$ cat config.mk
export PLATFORM = sky130hd
export DESIGN_NAME = spi_xfer_arbiter_flat
export DESIGN_NICKNAME = d
export VERILOG_FILES = /design/src/rtl/spi_xfer_arbiter_if.sv /design/src/rtl/spi_xfer_arbiter.sv /design/src/flat_wrapper.sv
export SDC_FILE = /design/constraint.sdc
export NUM_CORES = 1
export LEC_CHECK = 0
export CAP_MARGIN = 25
export CORE_ASPECT_RATIO = 0.9
export CORE_MARGIN = 2
export CORE_UTILIZATION = 30
export DETAILED_ROUTE_END_ITERATION = 6
export GPL_TIMING_DRIVEN = 0
export SYNTH_ARGS = -nofsm -noshare
export SYNTH_HDL_FRONTEND = slang
export SYNTH_SLANG_ARGS = --single-unit
$ cat constraint.sdc
create_clock -name clk -period 4.6 [get_ports clk]
set_clock_uncertainty 0.2 [all_clocks]
set_input_delay 0.69 -clock clk [delete_from_list [all_inputs] [get_ports clk]]
set_output_delay 0.69 -clock clk [all_outputs]
set_load 0.03 [all_outputs]
$ cat src/rtl/spi_xfer_arbiter_if.sv
// rtl/spi_xfer_arbiter_if.sv - requester, RAM and SPI engine signal bundle for spi_xfer_arbiter
interface spi_xfer_arbiter_if #(
  parameter int NREQ       = 4,
  parameter int ADDR_WIDTH = 5,
  parameter int DATA_WIDTH = 24
);
  logic [NREQ-1:0]            req_valid;
  logic [NREQ*ADDR_WIDTH-1:0] req_addr;
  logic [NREQ-1:0]            req_wb;
  logic [NREQ-1:0]            req_grant;
  logic [NREQ-1:0]            rsp_valid;
  logic                       rsp_crc_ok;
  logic                       rsp_err;
  logic                       ram_cs;
  logic                       ram_we;
  logic [ADDR_WIDTH-1:0]      ram_addr;
  logic [DATA_WIDTH-1:0]      ram_wdata;
  logic [DATA_WIDTH-1:0]      ram_rdata;
  logic                       spi_start;
  logic [DATA_WIDTH-1:0]      spi_tx_data;
  logic                       spi_busy;
  logic                       spi_done;
  logic [DATA_WIDTH-1:0]      spi_rx_data;
  logic                       spi_crc_ok;
  logic                       busy;

  modport slave (
    input  req_valid, req_addr, req_wb, ram_rdata, spi_busy, spi_done, spi_rx_data, spi_crc_ok,
    output req_grant, rsp_valid, rsp_crc_ok, rsp_err, ram_cs, ram_we, ram_addr, ram_wdata,
           spi_start, spi_tx_data, busy
  );

  modport master (
    output req_valid, req_addr, req_wb, ram_rdata, spi_busy, spi_done, spi_rx_data, spi_crc_ok,
    input  req_grant, rsp_valid, rsp_crc_ok, rsp_err, ram_cs, ram_we, ram_addr, ram_wdata,
           spi_start, spi_tx_data, busy
  );
endinterface

$ cat src/rtl/spi_xfer_arbiter.sv
// rtl/spi_xfer_arbiter.sv - round-robin SPI/RAM transaction scheduler; SPI_ARB_TIMEOUT_EN adds an XFER watchdog
module spi_xfer_arbiter #(
  parameter int NREQ        = 4,
  parameter int ADDR_WIDTH  = 5,
  parameter int DATA_WIDTH  = 24,
  parameter int TIMEOUT_CYC = 1024
) (
  input logic               clk,
  input logic               rst,
  spi_xfer_arbiter_if.slave bus
);
  localparam int IDX_W = (NREQ > 1) ? $clog2(NREQ) : 1;

  typedef enum logic [2:0] {S_IDLE, S_RD, S_RDW, S_LAUNCH, S_XFER, S_WB, S_RESP} state_t;

  state_t                state, state_nxt;
  logic [IDX_W-1:0]      rr_ptr, rr_ptr_nxt, win, win_nxt, sel;
  logic [ADDR_WIDTH-1:0] addr_q, addr_nxt;
  logic                  wb_q, wb_nxt, crc_q, crc_nxt;
  logic                  found, timeout;
  int                    idx;

  logic [NREQ-1:0]       grant_q, grant_d, rspv_q, rspv_d;
  logic                  rsp_crc_q, rsp_crc_d, rsp_err_q, rsp_err_d;
  logic                  ram_cs_q, ram_cs_d, ram_we_q, ram_we_d;
  logic                  start_q, start_d, busy_q, busy_d;
  logic [ADDR_WIDTH-1:0] ram_addr_q, ram_addr_d;
  logic [DATA_WIDTH-1:0] ram_wdata_q, ram_wdata_d, tx_q, tx_d;

  // First pending requester at or after rr_ptr, wrapping at NREQ.
  always_comb begin
    found = 1'b0;
    sel   = '0;
    idx   = 0;
    for (int k = 0; k < NREQ; k++) begin
      idx = int'(rr_ptr) + k;
      if (idx >= NREQ) idx = idx - NREQ;
      if (!found && bus.req_valid[idx]) begin
        found = 1'b1;
        sel   = IDX_W'(idx);
      end
    end
  end

`ifdef SPI_ARB_TIMEOUT_EN
  localparam int CNT_W = $clog2(TIMEOUT_CYC + 1);
  logic [CNT_W-1:0] to_cnt;

  always_ff @(posedge clk) begin
    if (rst || state != S_XFER) to_cnt <= '0;
    else                        to_cnt <= to_cnt + 1'b1;
  end

  assign timeout = (to_cnt == CNT_W'(TIMEOUT_CYC - 1));
`else
  assign timeout = 1'b0;
`endif

  // Outputs are computed for the next state and registered below.
  always_comb begin
    state_nxt   = state;
    rr_ptr_nxt  = rr_ptr;
    win_nxt     = win;
    addr_nxt    = addr_q;
    wb_nxt      = wb_q;
    crc_nxt     = crc_q;
    grant_d     = '0;
    rspv_d      = '0;
    rsp_crc_d   = 1'b0;
    rsp_err_d   = 1'b0;
    ram_cs_d    = 1'b0;
    ram_we_d    = 1'b0;
    ram_addr_d  = '0;
    ram_wdata_d = '0;
    start_d     = 1'b0;
    tx_d        = tx_q;
    case (state)
      S_IDLE: begin
        if (found && !bus.spi_busy) begin
          win_nxt      = sel;
          addr_nxt     = bus.req_addr[int'(sel)*ADDR_WIDTH +: ADDR_WIDTH];
          wb_nxt       = bus.req_wb[sel];
          grant_d[sel] = 1'b1;
          ram_cs_d     = 1'b1;
          ram_addr_d   = addr_nxt;
          state_nxt    = S_RD;
        end
      end
      S_RD: state_nxt = S_RDW;
      S_RDW: begin
        tx_d      = bus.ram_rdata;
        start_d   = 1'b1;
        state_nxt = S_LAUNCH;
      end
      S_LAUNCH: state_nxt = S_XFER;
      S_XFER: begin
        if (bus.spi_done) begin
          crc_nxt = bus.spi_crc_ok;
          if (wb_q && bus.spi_crc_ok) begin
            ram_cs_d    = 1'b1;
            ram_we_d    = 1'b1;
            ram_addr_d  = addr_q;
            ram_wdata_d = bus.spi_rx_data;
          end
          state_nxt = S_WB;
        end else if (timeout) begin
          rspv_d[win] = 1'b1;
          rsp_err_d   = 1'b1;
          state_nxt   = S_RESP;
        end
      end
      S_WB: begin
        rspv_d[win] = 1'b1;
        rsp_crc_d   = crc_q;
        state_nxt   = S_RESP;
      end
      S_RESP: begin
        rr_ptr_nxt = (win == IDX_W'(NREQ - 1)) ? '0 : win + 1'b1;
        state_nxt  = S_IDLE;
      end
      default: state_nxt = S_IDLE;
    endcase
    busy_d = (state_nxt != S_IDLE);
  end

  always_ff @(posedge clk) begin
    if (rst) begin
      state       <= S_IDLE;
      rr_ptr      <= '0;
      win         <= '0;
      addr_q      <= '0;
      wb_q        <= 1'b0;
      crc_q       <= 1'b0;
      grant_q     <= '0;
      rspv_q      <= '0;
      rsp_crc_q   <= 1'b0;
      rsp_err_q   <= 1'b0;
      ram_cs_q    <= 1'b0;
      ram_we_q    <= 1'b0;
      ram_addr_q  <= '0;
      ram_wdata_q <= '0;
      start_q     <= 1'b0;
      tx_q        <= '0;
      busy_q      <= 1'b0;
    end else begin
      state       <= state_nxt;
      rr_ptr      <= rr_ptr_nxt;
      win         <= win_nxt;
      addr_q      <= addr_nxt;
      wb_q        <= wb_nxt;
      crc_q       <= crc_nxt;
      grant_q     <= grant_d;
      rspv_q      <= rspv_d;
      rsp_crc_q   <= rsp_crc_d;
      rsp_err_q   <= rsp_err_d;
      ram_cs_q    <= ram_cs_d;
      ram_we_q    <= ram_we_d;
      ram_addr_q  <= ram_addr_d;
      ram_wdata_q <= ram_wdata_d;
      start_q     <= start_d;
      tx_q        <= tx_d;
      busy_q      <= busy_d;
    end
  end

  assign bus.req_grant   = grant_q;
  assign bus.rsp_valid   = rspv_q;
  assign bus.rsp_crc_ok  = rsp_crc_q;
  assign bus.rsp_err     = rsp_err_q;
  assign bus.ram_cs      = ram_cs_q;
  assign bus.ram_we      = ram_we_q;
  assign bus.ram_addr    = ram_addr_q;
  assign bus.ram_wdata   = ram_wdata_q;
  assign bus.spi_start   = start_q;
  assign bus.spi_tx_data = tx_q;
  assign bus.busy        = busy_q;
endmodule

$ cat src/flat_wrapper.sv
// flat-port wrapper written by rule: the top's interface ports become plain ports
module spi_xfer_arbiter_flat 
#(
  parameter int NREQ        = 4,
  parameter int ADDR_WIDTH  = 5,
  parameter int DATA_WIDTH  = 24,
  parameter int TIMEOUT_CYC = 1024
)
  (clk, rst, bus_req_valid, bus_req_addr, bus_req_wb, bus_ram_rdata, bus_spi_busy, bus_spi_done, bus_spi_rx_data, bus_spi_crc_ok, bus_req_grant, bus_rsp_valid, bus_rsp_crc_ok, bus_rsp_err, bus_ram_cs, bus_ram_we, bus_ram_addr, bus_ram_wdata, bus_spi_start, bus_spi_tx_data, bus_busy);
  spi_xfer_arbiter_if #(.NREQ(NREQ), .ADDR_WIDTH(ADDR_WIDTH), .DATA_WIDTH(DATA_WIDTH)) bus_i ();
  input logic clk;
  input logic rst;
  input wire logic [$bits(bus_i.req_valid)-1:0] bus_req_valid;
  input wire logic [$bits(bus_i.req_addr)-1:0] bus_req_addr;
  input wire logic [$bits(bus_i.req_wb)-1:0] bus_req_wb;
  input wire logic [$bits(bus_i.ram_rdata)-1:0] bus_ram_rdata;
  input wire logic [$bits(bus_i.spi_busy)-1:0] bus_spi_busy;
  input wire logic [$bits(bus_i.spi_done)-1:0] bus_spi_done;
  input wire logic [$bits(bus_i.spi_rx_data)-1:0] bus_spi_rx_data;
  input wire logic [$bits(bus_i.spi_crc_ok)-1:0] bus_spi_crc_ok;
  output wire logic [$bits(bus_i.req_grant)-1:0] bus_req_grant;
  output wire logic [$bits(bus_i.rsp_valid)-1:0] bus_rsp_valid;
  output wire logic [$bits(bus_i.rsp_crc_ok)-1:0] bus_rsp_crc_ok;
  output wire logic [$bits(bus_i.rsp_err)-1:0] bus_rsp_err;
  output wire logic [$bits(bus_i.ram_cs)-1:0] bus_ram_cs;
  output wire logic [$bits(bus_i.ram_we)-1:0] bus_ram_we;
  output wire logic [$bits(bus_i.ram_addr)-1:0] bus_ram_addr;
  output wire logic [$bits(bus_i.ram_wdata)-1:0] bus_ram_wdata;
  output wire logic [$bits(bus_i.spi_start)-1:0] bus_spi_start;
  output wire logic [$bits(bus_i.spi_tx_data)-1:0] bus_spi_tx_data;
  output wire logic [$bits(bus_i.busy)-1:0] bus_busy;
  assign bus_i.req_valid = bus_req_valid;
  assign bus_i.req_addr = bus_req_addr;
  assign bus_i.req_wb = bus_req_wb;
  assign bus_i.ram_rdata = bus_ram_rdata;
  assign bus_i.spi_busy = bus_spi_busy;
  assign bus_i.spi_done = bus_spi_done;
  assign bus_i.spi_rx_data = bus_spi_rx_data;
  assign bus_i.spi_crc_ok = bus_spi_crc_ok;
  assign bus_req_grant = bus_i.req_grant;
  assign bus_rsp_valid = bus_i.rsp_valid;
  assign bus_rsp_crc_ok = bus_i.rsp_crc_ok;
  assign bus_rsp_err = bus_i.rsp_err;
  assign bus_ram_cs = bus_i.ram_cs;
  assign bus_ram_we = bus_i.ram_we;
  assign bus_ram_addr = bus_i.ram_addr;
  assign bus_ram_wdata = bus_i.ram_wdata;
  assign bus_spi_start = bus_i.spi_start;
  assign bus_spi_tx_data = bus_i.spi_tx_data;
  assign bus_busy = bus_i.busy;
  spi_xfer_arbiter #(.NREQ(NREQ), .ADDR_WIDTH(ADDR_WIDTH), .DATA_WIDTH(DATA_WIDTH), .TIMEOUT_CYC(TIMEOUT_CYC)) u_core (.clk(clk), .rst(rst), .bus(bus_i));
endmodule
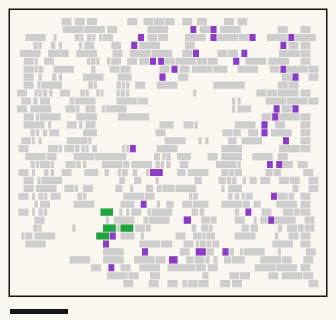
(gate-type map)
Scale bar: 20 um.
Key: adder and majority cells = green [cells 4, most used ha_1]; AND and OR gates = purple [cells 39, most used and2_1]
Post-Layout Cell Count: 599
multi-input gate share of the layout cell area: 25.4%
most common library cell in the layout ignoring fill and taps: clkdlybuf4s50_1

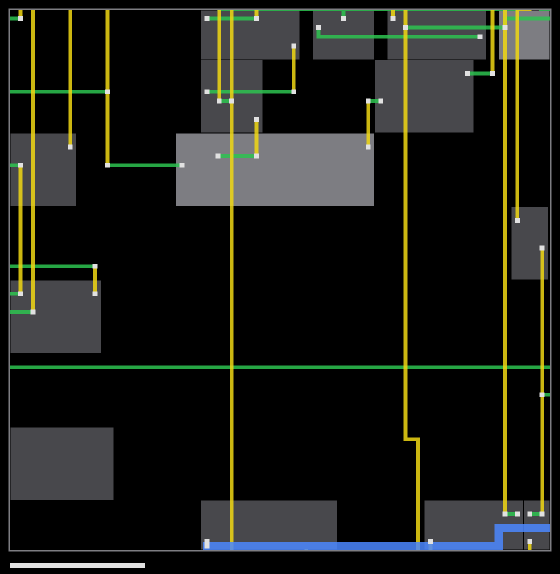
(a small window of the routed layout)
Scale bar: 5 um. Window x 44 to 64, y 58 to 78 um. Cells in grey, sequential cells in the stronger grey; small squares are vias.
Key: metal 1 = green; metal 3 = blue; metal 2 = yellow
Most frequent: clkdlybuf4s50_1 (6), and2_1 (2). Netlist names of flops here include u_core.bus.ram_wdata (1). Sequential cells in the window: 1. 12 logic cells have their middle in the window.

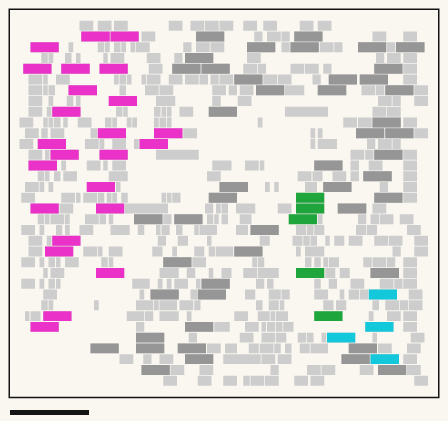
(sequential cells coloured by netlist name)
Scale bar: 20 um. Other sequential cells in the stronger grey, the rest of the logic in the fainter grey.
Key: u_core.bus.spi_tx_data = magenta [placed flops 24]; u_core.bus.req_grant = cyan [placed flops 4, where south-east]; u_core.addr_q = green [placed flops 5]
Another 47 sequential cells are not coloured.

==> results_tabular.tex <==
% Synthesis and place-and-route results
\begin{tabular}{lr}
\hline
Metric & Value \\
\hline
\multicolumn{2}{l}{\textbf{Status}} \\
Outcome & completed \\
\multicolumn{2}{l}{\textbf{Final layout}} \\
FF/Latch Area & 0.00160 sq mm \\
Clock buffers & 11 \\
Layout cells sized above 1 & 6.34\% \\
Post-synthesis to final-layout area growth & 63.2\% \\
Buffer count excluding the clock tree in the final layout & between 150 and 200 \\
Number of fill cells in the layout & about 940 \\
Top cell category & registers \\
Multi-input gate area in the final layout & $\sim$0.0012 sq mm \\
Inverter tally of the final layout excluding the clock network & 5 \\
Number of sequential cells & around 80 \\
Post-Layout Inst Area & 0.00479 sq mm \\
Number of nets in the layout & 553 \\
Share of cell area taken by flip-flops and latches & 33.5\% \\
Clock-cell share of area & 5.12\% \\
Non-clk buf share & 32.3\% \\
\multicolumn{2}{l}{\textbf{Power and ir drop}} \\
Power Total & 1.64 mW \\
Share of total power in sequential cells & between 40 and 50\% \\
Peak VDD IR & 0.155 mV \\
Power per cell area & 343 mW/mm\^{}2 \\
Switching power & 0.407 mW \\
Leakage & approximately 1.8 nW \\
Cell internal power dissipation & 1.24 mW \\
\multicolumn{2}{l}{\textbf{Logic synthesis}} \\
Leading cell types by total area after synthesis & dfxtp\_1 (55\%), and2\_1 (7.3\%), nand2\_1 (7.2\%) \\
Syn Nets & between 300 and 400 \\
Area share of and-or/or-and cells after synthesis & 14.5\% \\
Post-Synth Adder-Cell Area & 1.71\% \\
Area fraction in and, or, nand and nor cells & 22.7\% \\
Largest family of logic cells by area & simple AND/OR/NAND/NOR gates \\
Asr flop ratio synth & 0\% \\
Post-Synthesis Cells & 312 \\
Post-Synthesis Mean Instance Area & approximately 9.4 sq um \\
Cell taking the most area after synthesis & dfxtp\_1 \\
Post-synthesis sequential element count & approximately 80 \\
Cell area after synthesis & 0.00293 sq mm \\
Synth warnings & 0 \\
Synthesis area per yosys & a little under 0.003 sq mm \\
Mux share & 2.39\% \\
Cell types with the highest counts after synthesis & dfxtp\_1 (80), nand2\_1 (56), and2\_1 (34) \\
\multicolumn{2}{l}{\textbf{Setup path}} \\
Worst-path cell with the longest stage delay & clkdlybuf4s50\_1 \\
Category of cells accounting for the largest share of critical-path delay & buffers and inverters \\
Nature of the critical path endpoint & flop \\
Worst reg2reg startpoint & u\_core.state[1] \\
Startpoint kind of the worst setup timing path & primary input \\
Worst setup path class & primary input to flop \\
Buf/Inv on CP & 1 \\
Data required, critical path & 4.63 ns \\
R2R cell count & 7 \\
\multicolumn{2}{l}{\textbf{Route}} \\
Number of routed nets with antenna violations & 0 \\
Via density & 4.50 \\
First-pass iteration count of the detailed router & 4 \\
Wire length reported by the detailed router & 7990 um \\
Via total after detailed routing & 2698 \\
\multicolumn{2}{l}{\textbf{Timing}} \\
Number of endpoints failing setup at the final stage & 0 \\
PnR worst setup slack & 2.00 ns \\
Unrepaired setup endpoints after global routing & no \\
Final critical-path required period & 2.60 ns \\
Ratio of final minimum period to clock period & about 56\% \\
Fin. max-slew vios & 0 \\
Final Hold Fails & 0 \\
\multicolumn{2}{l}{\textbf{Global routing}} \\
First-pass GRT wire length & between 10000 and 15000 um \\
Number of antenna violations at the first check in global routing & 0 \\
Maximum number of pins on one net before global-route repair & 14 \\
Vias in the first global route & 2650 \\
Global-route total usage across every layer & $\sim$16\% \\
\multicolumn{2}{l}{\textbf{Placement}} \\
Hpwl dp & 6020 um \\
Dpl cells & 583 \\
Worst Setup Slack post-DPL & between 1.5 and 2 ns \\
Count of port buffers added during placement & 145 \\
Final Wtd Congestion & 0.724 \\
Total cell area at the placement stage & 0.00454 sq mm \\
\multicolumn{2}{l}{\textbf{Floorplanning}} \\
Chip footprint & $\sim$0.011 sq mm \\
Area inside the core boundary & 0.00957 sq mm \\
Starting density of the core & 30.6\% \\
Cell row count & 34 \\
Number of primary I/O pins & 148 \\
Overall die width & between 100 and 150 um \\
\multicolumn{2}{l}{\textbf{Clocking}} \\
Clock Path Buffers & 2 \\
Post-CTS resize count & 0 \\
CTS Buf Count & 9 \\
Clock Sink Count & 80 \\
H-tree depth & 3 \\
Clock transition at path regs & 0.08 ns \\
Clock insertion delay at the later pin of the skew report & 0.35 ns \\
Clock tree root driver cell & clkbuf\_8 \\
TritonCTS clock tree & done \\
\multicolumn{2}{l}{\textbf{Run}} \\
Total of max-cap violations & 0 \\
\multicolumn{2}{l}{\textbf{Worst hold path}} \\
Worst hold path depth & 2 \\
Type of the tightest min-delay check & flop to flop \\
\hline
\end{tabular}
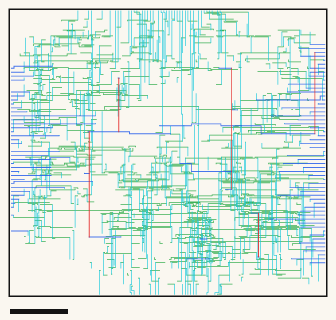
(routed metal, one colour a layer)
Scale bar: 20 um.
Key: metal 1 = green [wire length 3450 um]; metal 3 = blue [wire length 867 um]; metal 4 = red [wire length 139 um]; metal 2 = cyan [wire length 3530 um]

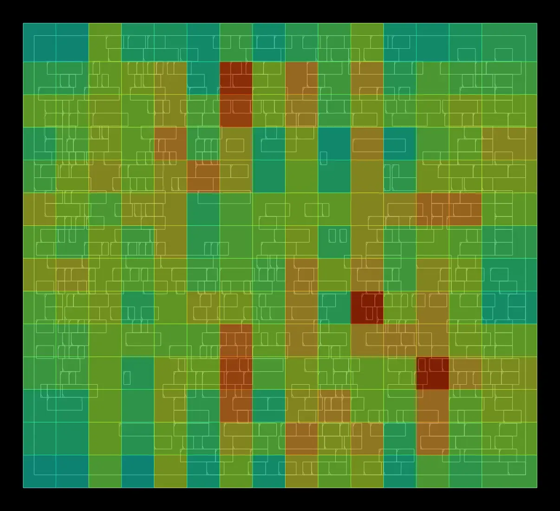
(routing congestion map)
end-of-flow core utilization: 50.0%
met2 capacity usage during global routing: 25.1%
gr busiest metal: met2
routed length per instance: 13.3 um

worst register-to-register path, stage by stage, from the launching register on:
cell	delay (ns)
dfxtp_1	0.31
clkbuf_1	0.19
and4bb_2	0.37
nand3_1	0.12
nor2_1	0.19
clkbuf_1	0.37
nand2_1	0.10
o31ai_1	0.10
state kept, by name, indices dropped and copies added (netlist names), 2 cells and up:
name,flops
u_core.bus.ram_wdata,24
u_core.bus.spi_tx_data,24
u_core.addr_q,5
u_core.bus.ram_addr,5
u_core.bus.req_grant,4
u_core.bus.rsp_valid,4
u_core.state,3
u_core.rr_ptr,2
u_core.win,2
worst paths after layout:
check / endpoint / slack [ns]
min reg2reg: u_core.bus.spi_tx_data[7] / 0.26
max reg2reg: u_core.bus.ram_addr[3] / 2.53
max: u_core.wb_q / 2.00
min: u_core.bus.spi_tx_data[7] / 0.26
per-layer routing:
| metal | vias up | share of wire, % | GRT usage (%) |
|---|---|---|---|
| met5 | - | 0 | 0 |
| met2 | 106 | 44 | 25.1 |
| met3 | 13 | 11 | 7.01 |
| li1 | 1365 | - | - |
| met1 | 1214 | 43 | 18.5 |
| met4 | 0 | 1.7 | 5.62 |
cells in the final DEF (no fill, tap or decap), types with 5 or more instances in the layout:
cell,instances
clkdlybuf4s50_1,145
dfxtp_1,80
nand2_1,56
and2_1,34
a21oi_1,29
clkbuf_1,13
nor2_1,13
clkbuf_8,10
o31ai_1,8
nand3_1,7
mux2i_1,7
a211oi_1,6
buf_2,5
power groups by stage:
stage / registers, mW / logic, mW / clock network, mW
global placement: 0.755 / 0.273 / 0
detailed placement: 0.756 / 0.275 / 0
global route: 0.744 / 0.298 / 0.680
floorplan: 0.797 / 0.0942 / 0
CTS: 0.740 / 0.277 / 0.655
finish: 0.739 / 0.273 / 0.630
Power and IR drop assume default switching activity.
